$ cat config.mk
export PLATFORM = sky130hd
export DESIGN_NAME = rf_wb_arbiter
export DESIGN_NICKNAME = d
export VERILOG_FILES = /design/src/rtl/rf_pkg.sv /design/src/rtl/rr_arb2.sv /design/src/rtl/rf_wb_arbiter.sv
export SDC_FILE = /design/constraint.sdc
export NUM_CORES = 1
export LEC_CHECK = 0
export ABC_AREA = 1
export CELL_PAD_IN_SITES_DETAIL_PLACEMENT = 0
export CELL_PAD_IN_SITES_GLOBAL_PLACEMENT = 2
export CORE_MARGIN = 8
export CORE_UTILIZATION = 18
export CTS_BUF_LIST = sky130_fd_sc_hd__clkbuf_4
export CTS_CLUSTER_DIAMETER = 100
export DETAILED_ROUTE_END_ITERATION = 10
export HOLD_SLACK_MARGIN = 0.02
export PLACE_DENSITY_LB_ADDON = 0.1
export SLEW_MARGIN = 20
export SYNTH_ARGS = -nofsm -noshare
export SYNTH_HDL_FRONTEND = slang
export SYNTH_SLANG_ARGS = --single-unit
$ cat constraint.sdc
create_clock -name clk -period 1.72 [get_ports clk]
set_input_delay 0.258 -clock clk [delete_from_list [all_inputs] [get_ports clk]]
set_output_delay 0.258 -clock clk [all_outputs]
set_load 0.02 [all_outputs]
$ cat src/rtl/rf_pkg.sv
// Shared constants for the register-file writeback arbiter.
package rf_pkg;

    localparam int   RF_DATA_W   = 32;
    localparam int   RF_ADDR_W   = 5;
    localparam int   RF_ZERO_REG = 0;

    // Requester ids, also the bit index of each source in req/grant vectors.
    localparam logic REQ_A = 1'b0;
    localparam logic REQ_B = 1'b1;

endpackage

$ cat src/rtl/rr_arb2.sv
// Two-input round-robin arbiter. On a tie, the source that was not
// granted most recently wins. last_grant moves only on accepted transfers.
module rr_arb2
    import rf_pkg::*;
(
    input  logic       clk,
    input  logic       rst,
    input  logic [1:0] req,
    input  logic       hold,
    input  logic       accept,
    output logic [1:0] grant,
    output logic       last_grant
);

    // Grant at most one requester; nothing is granted during reset or hold.
    always_comb begin
        grant = 2'b00;
        if (!rst && !hold) begin
            if (req == 2'b11) begin
                if (last_grant == REQ_B) grant[REQ_A] = 1'b1;
                else                     grant[REQ_B] = 1'b1;
            end else begin
                grant = req;
            end
        end
    end

    // Remember which source completed the latest transfer.
    always_ff @(posedge clk or posedge rst) begin
        if (rst) begin
            last_grant <= REQ_B;
        end else if (accept) begin
            last_grant <= grant[REQ_B] ? REQ_B : REQ_A;
        end
    end

endmodule

$ cat src/rtl/rf_wb_arbiter.sv
// Shares the reg_file write port between the EX (A) and MEM (B) writeback
// paths. The write command is registered, so reg_file commits one cycle
// after the handshake. Writes to register 0 are accepted but never issued.
// Optional forwarding ports are built when RF_BYPASS_EN is defined.
module rf_wb_arbiter
    import rf_pkg::*;
#(
    parameter int DATA_W = RF_DATA_W,
    parameter int ADDR_W = RF_ADDR_W
) (
    input  logic              clk,
    input  logic              rst,
    input  logic              hold,
    input  logic              a_valid,
    input  logic [ADDR_W-1:0] a_wr,
    input  logic [DATA_W-1:0] a_wd,
    output logic              a_ready,
    input  logic              b_valid,
    input  logic [ADDR_W-1:0] b_wr,
    input  logic [DATA_W-1:0] b_wd,
    output logic              b_ready,
`ifdef RF_BYPASS_EN
    input  logic [ADDR_W-1:0] PR1,
    input  logic [ADDR_W-1:0] PR2,
    output logic              fwd1_hit,
    output logic              fwd2_hit,
    output logic [DATA_W-1:0] fwd1_data,
    output logic [DATA_W-1:0] fwd2_data,
`endif
    output logic              write,
    output logic [ADDR_W-1:0] WR,
    output logic [DATA_W-1:0] WD,
    output logic              last_grant
);

    logic [1:0]        grant;
    logic              accept;
    logic [ADDR_W-1:0] sel_wr;
    logic [DATA_W-1:0] sel_wd;

    rr_arb2 u_arb (
        .clk        (clk),
        .rst        (rst),
        .req        ({b_valid, a_valid}),
        .hold       (hold),
        .accept     (accept),
        .grant      (grant),
        .last_grant (last_grant)
    );

    // Ready follows the grant; a transfer is a granted, valid source.
    always_comb begin
        a_ready = grant[REQ_A];
        b_ready = grant[REQ_B];
        accept  = (a_valid && a_ready) || (b_valid && b_ready);
        sel_wr  = grant[REQ_B] ? b_wr : a_wr;
        sel_wd  = grant[REQ_B] ? b_wd : a_wd;
    end

    // Register the write command; register-0 transfers leave WR/WD untouched.
    always_ff @(posedge clk or posedge rst) begin
        if (rst) begin
            write <= 1'b0;
            WR    <= '0;
            WD    <= '0;
        end else if (accept && (sel_wr != ADDR_W'(RF_ZERO_REG))) begin
            write <= 1'b1;
            WR    <= sel_wr;
            WD    <= sel_wd;
        end else begin
            write <= 1'b0;
        end
    end

`ifdef RF_BYPASS_EN
    // Forward the in-flight write to the read stage on an address match.
    always_comb begin
        fwd1_hit  = write && (WR == PR1) && (PR1 != ADDR_W'(RF_ZERO_REG));
        fwd2_hit  = write && (WR == PR2) && (PR2 != ADDR_W'(RF_ZERO_REG));
        fwd1_data = fwd1_hit ? WD : '0;
        fwd2_data = fwd2_hit ? WD : '0;
    end
`endif

endmodule

==> results.tsv, run 1 <==
metric	value	unit
crit_chain	nand2_2, nand3_4, buf_6, nand2_1, nand2_2, nand3_2, o21bai_4, buf_12, clkbuf_16, nand2_1, nand2_1	
ant_nets	0	
outcome	finished with violations	
inverters	18	
crit_slowest_cell	dfstp_2	
ys_seq_share	44.96	%
detail_route.vias_per_cell	3.973	
ff_type	dfrtp_1	
dp_hpwl	6.350	mm
yosysTopAreaCell	dfrtp_1	
clk_share	2.674	%
p_clk_share	21.8	%
stdcell_area	3930	um^2
setup_ws	-0.003176	ns
track_usage	10.39	%
failed_checks	negative setup slack	
clk_latency	0.34	ns
timing.hold.ws	0.4509	ns
p_sw	1.202	mW
setup_viol	2	
place_area	3699	um^2
dieArea	15850	um^2
[run 1: routing by layer]
| metal | up-vias | wire length, um | share of wire, % |
|---|---|---|---|
| met5 | - | 0 | 0 |
| met4 | 0 | 76 | 0.93 |
| met3 | 4 | 514 | 6.3 |
| met2 | 60 | 4054 | 50 |
| met1 | 1081 | 3531 | 43 |
| li1 | 1231 | - | - |
[run 1: kinds of logic after synthesis]
kind of cell           after synthesis
and+or+nand+nor                    230
buffers and inverters               35
DFF                                 39
AOI/OAI and AO/OA                    4
[run 1: through the flow]
| step | worst slack, ns | setup TNS (ns) | instances | utilization (%) |
|---|---|---|---|---|
| after floorplan | 0.009290 | 0 | 308 | - |
| after global placement | -0.2340 | -8.777 | 584 | 31.05 |
| after detailed placement | -0.2684 | -9.800 | 584 | 31.05 |
| after CTS | -0.05605 | -1.132 | 595 | 32.65 |
| after global routing | -0.1110 | -3.416 | 598 | 32.99 |
| final | -0.003176 | -0.004351 | 598 | 32.99 |
[run 1: power groups by stage]
stage	clock [mW]	combinational [mW]	sequential (mW)
global route	0.864	1.68	1.32
CTS	0.824	1.56	1.28
finish	0.785	1.54	1.28
floorplan	0	0.384	1.58
detailed placement	0	1.53	1.30
global placement	0	1.53	1.29
[run 1: timing repair]
| action | 4_1_cts | 5_1_grt |
|---|---|---|
| hold buffers | 0 | 0 |
| cloned | 1 | 1 |
| setup endpoints to repair | 41 | 39 |
| pin swaps | 1 | 4 |
| gates resized | 16 | 7 |
| buffers inserted | 2 | 1 |
[run 1: worst register-to-register path: stages, from the launching register on]
cell and delay (ns):
dfstp_2 0.58, nand2_2 0.08, nand3_4 0.09, buf_6 0.12, nand2_1 0.06, nand2_2 0.08
nand3_2 0.09, o21bai_4 0.19, buf_12 0.14, clkbuf_16 0.15, nand2_1 0.05, nand2_1 0.05
[run 1: cell usage in the layout (no fill, tap or decap)]
cell type and count:
nand2_1 163, clkdlybuf4s50_1 116, dfrtp_1 38, nand3_1 36
buf_4 21, nand2_2 20, inv_1 15, clkbuf_4 6
buf_12 5, nand4_1 4, buf_6 4, inv_2 3
nor2_4 2, bufinv_16 2, diode_2 1, nand3_4 1
o21ai_1 1, nand3_2 1, a21oi_4 1, nor2_1 1
o21bai_4 1, nand2_4 1, o21ai_0 1, or2_2 1
buf_16 1, clkbuf_16 1, clkbuf_2 1, buf_2 1
dlygate4sd2_1 1, dfstp_2 1
[run 1: flip-flops by register name, indices dropped and copies added (netlist names)]
name and cells:
u_arb.last_grant 1, WR 5, write 1, WD 32
[run 1: path summary, 6_finish.rpt]
check / cells past startpoint / start / slack [ns] / endpoint
worst max-delay path: 11 / u_arb.last_grant$_DFFE_PP1P_ / -0.003 / WR[1]$_DFFE_PP0P_
worst min-delay path: 4 / rst / 0.45 / WR[0]$_DFFE_PP0P_
worst max register to register: 11 / u_arb.last_grant$_DFFE_PP1P_ / -0.003 / WR[1]$_DFFE_PP0P_
worst min register to register: 2 / WD[16]$_DFFE_PP0P_ / 0.48 / WD[16]$_DFFE_PP0P_
max in group asynchronous: 4 / rst / 1.00 / u_arb.last_grant$_DFFE_PP1P_
min in group clk: 2 / WD[16]$_DFFE_PP0P_ / 0.48 / WD[16]$_DFFE_PP0P_
### Cells coloured by class, run 1

Scale bar: 50 um.
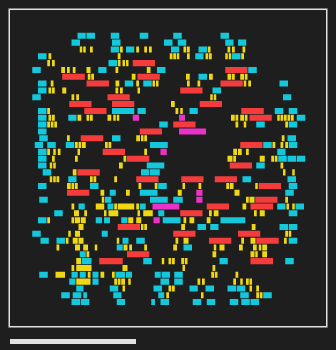
Key: flip-flops = red [cells 39]; other buffers and delay cells = cyan [cells 151]; clock drivers and dummy loads = magenta [cells 8]; all other logic = yellow [cells 252]
flop share of the area: 24.86%
FP Rows: 40
Final Util: 32.99%
core area: 11,910 um^2

### Clock routing, run 1

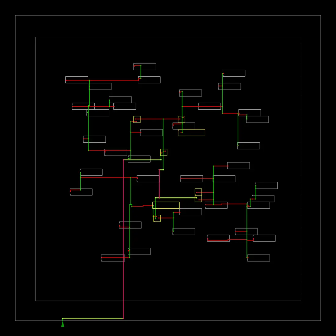
flop count: 39
clock buf count: 6
CTS buffer count: 5

### Ports around the boundary, run 1

Pins as bars across the die edge, other pins in grey.
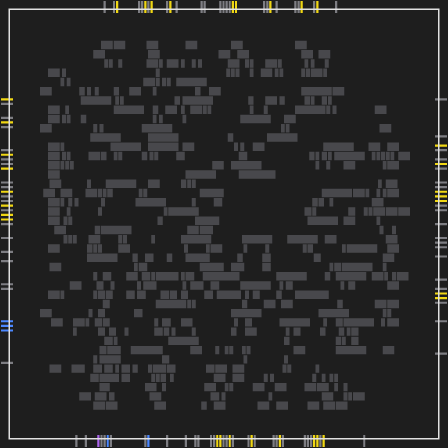
Key: b_wr = blue [pins 5, direction input, edge 3 west, 2 south]; b_valid = purple [pins 1, direction input, edge south]; b_wd = yellow [pins 32, direction input, edge 9 north, 8 south, 8 west, 7 east]
All pins by edge: 36 south, 29 north, 29 west, 26 east.
number of buffers added on ports: 119
Die Width: 125.9 um
Die Ht: 125.9 um

==> run 2, diff against run 1 <==
--- a/config.mk
+++ b/config.mk
@@ -6,10 +6,11 @@
 export NUM_CORES = 1
 export LEC_CHECK = 0
 export ABC_AREA = 1
+export CAP_MARGIN = 0
 export CELL_PAD_IN_SITES_DETAIL_PLACEMENT = 0
 export CELL_PAD_IN_SITES_GLOBAL_PLACEMENT = 2
 export CORE_MARGIN = 8
-export CORE_UTILIZATION = 18
+export CORE_UTILIZATION = 20
 export CTS_BUF_LIST = sky130_fd_sc_hd__clkbuf_4
 export CTS_CLUSTER_DIAMETER = 100
 export DETAILED_ROUTE_END_ITERATION = 10
==> constraint.sdc (replaced) <==
create_clock -name clk -period 1.8 [get_ports clk]
set_input_delay 0.27 -clock clk [delete_from_list [all_inputs] [get_ports clk]]
set_output_delay 0.27 -clock clk [all_outputs]
set_load 0.02 [all_outputs]
### Cells coloured by class, run 2

Scale bar: 20 um.
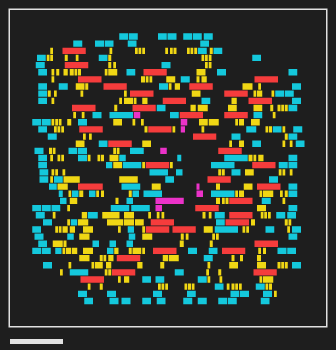
Key: flip-flops = red [cells 39]; clock drivers and dummy loads = magenta [cells 8]; all other logic = yellow [cells 252]; other buffers and delay cells = cyan [cells 152]

==> run 2 against run 1 <==
Effect of this change:
- the run now ends clean
- clock skew about the same
- sequential share of layout area decreased by 1.6 points
- die size decreased by 8.8%
- setup slack improved by 0.049 ns
- register-to-register slack improved by 0.05 ns
- sequential power decreased by 3%
- largest cell class unchanged
- combinational power about the same
- wire length increased by 4.8%
- count of clock-buffer cells in the layout decreased by 1
- global-route usage increased by 0.70 points
==> results.tsv, run 2 <==
metric	value	unit	change
cts_made_buffers	5		unchanged
num_vias	2403		
track_usage	11.09	%	+0.70 points
wirelength	8.571	mm	
lay_top_count	nand2_1		
common_cells	171 x nand2_1, 38 x dfrtp_1, 36 x nand3_1		
p_sw	1.205	mW	+0.25%
ff_type	dfrtp_1		
fin_util	39.12	%	+6.1 points
r2r_slack	0.05	ns	+0.05 ns
detail_route.vias_per_cell	4.059		+2.2%
ant_nets	0		unchanged
final_cell_mix	154 x nand2_1, 116 x clkdlybuf4s50_1, 38 x dfrtp_1		
ctsHoldBuffers	0		unchanged
outcome	complete, no violations		
tns	0	ns	+0.004351 ns
slew_viol_final	0		
clk_latency	0.35	ns	about the same
io_buffers	119		unchanged
stdcell_area	4204	um^2	+7.0%
setup_viol	0		-2
placedCellCount	573		-1.9%
fmax	570.2	MHz	
yosysTopAreaCell	dfrtp_1		
die_x	120.2	um	-4.5%
largest_register_ffs	32		unchanged
synthCells	308		
reg.largest.list	WD x32, WR x5		
dieArea	14460	um^2	-8.8%
coreArea	10750	um^2	-9.8%
die_h	120.2	um	-4.5%
place_area	3677	um^2	-0.58%
dp_hpwl	6.046	mm	-4.8%
timing.hold.ws	0.4350	ns	-0.01588 ns
### Cell sizes after repair, run 2

Scale bar: 20 um.
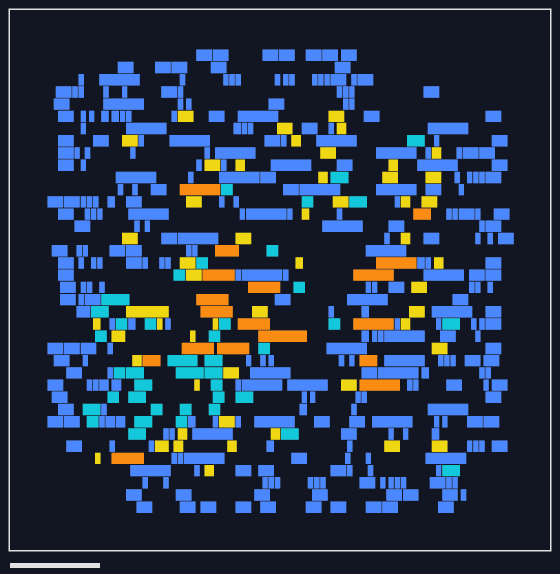
Key: drive 2 = yellow [cells 51]; drive 3 to 4 = cyan [cells 41]; drive 6 and up = orange [cells 18]; drive 1 or less = blue [cells 341]

run 2: cell counts after synthesis:
No cell type changed its count.
run 2: critical path: stages (launching register included):
cell and delay, ns:
dfstp_2 0.58, nand2_4 0.06, nand3_4 0.09, buf_6 0.14
nand2_4 0.05, nand2_4 0.10, nand2_4 0.05, nor2_4 0.16
nand2_8 0.11, clkbuf_16 0.18, nand3_1 0.07, nand2_1 0.06
run 2: repair_timing:
item | CTS | global route
pin swaps | 0 | 19
buffers inserted | 0 | 3
endpoints found under the setup margin | 3 | 40
hold endpoints to repair | 0 | 0
cloned | 0 | 7
gates resized | 3 | 69
run 2: final cells by class:
type,count,area share (%)
multi-input combinational,234,30.54
tap,140,4.167
inverter,18,1.607
sequential,39,23.24
clock buffer,5,0.8929
timing repair buffer,152,38.57
clock inverter,3,0.9226
antenna,1,0.05952
run 2: metal layers:
metal  share of wire, %  vias up  GRT usage (%)
met3                7.3        5          4.242
met2                 48       74          18.58
met4                1.1        0          3.279
met1                 43     1089          12.92
li1                   -     1235              -
met5                  0        -              0
run 2: cells by family (layout without fill, tap and decap cells):
logic type | count (synthesis) | after routing | share of synthesized area, %
flops | 39 | 39 | 44.96
buf+inv | 35 | 178 | 8.348
compound gates | 4 | 4 | 1.554
other cells | 0 | 1 | 0
simple gates | 230 | 230 | 45.14
run 2: per-stage QoR:
step,power [mW],setup slack (ns)
final,3.377,0.04632
after global routing,3.605,-0.05029
after CTS,3.284,0.007052
after detailed placement,2.681,-0.2518
after global placement,2.675,-0.2213
after floorplan,1.870,0.07555
run 2: power groups by stage:
stage | registers (mW) | clock network [mW] | logic (mW)
CTS | 1.23 | 0.621 | 1.44
finish | 1.24 | 0.589 | 1.54
global placement | 1.24 | 0 | 1.44
global route | 1.28 | 0.648 | 1.68
detailed placement | 1.24 | 0 | 1.44
floorplan | 1.51 | 0 | 0.364
run 2: worst paths after layout:
kind                                         startpoint                      endpoint  cells past startpoint
max                        u_arb.last_grant$_DFFE_PP1P_            WD[19]$_DFFE_PP0P_                     11
min                                                 rst            WD[30]$_DFFE_PP0P_                      4
max reg2reg                u_arb.last_grant$_DFFE_PP1P_            WD[19]$_DFFE_PP0P_                     11
min reg2reg                          WD[10]$_DFFE_PP0P_            WD[10]$_DFFE_PP0P_                      2
max in group asynchronous                           rst  u_arb.last_grant$_DFFE_PP1P_                      4
min in group clk                     WD[10]$_DFFE_PP0P_            WD[10]$_DFFE_PP0P_                      2
Power figures rest on the tool's default switching activity, not on a simulated workload.
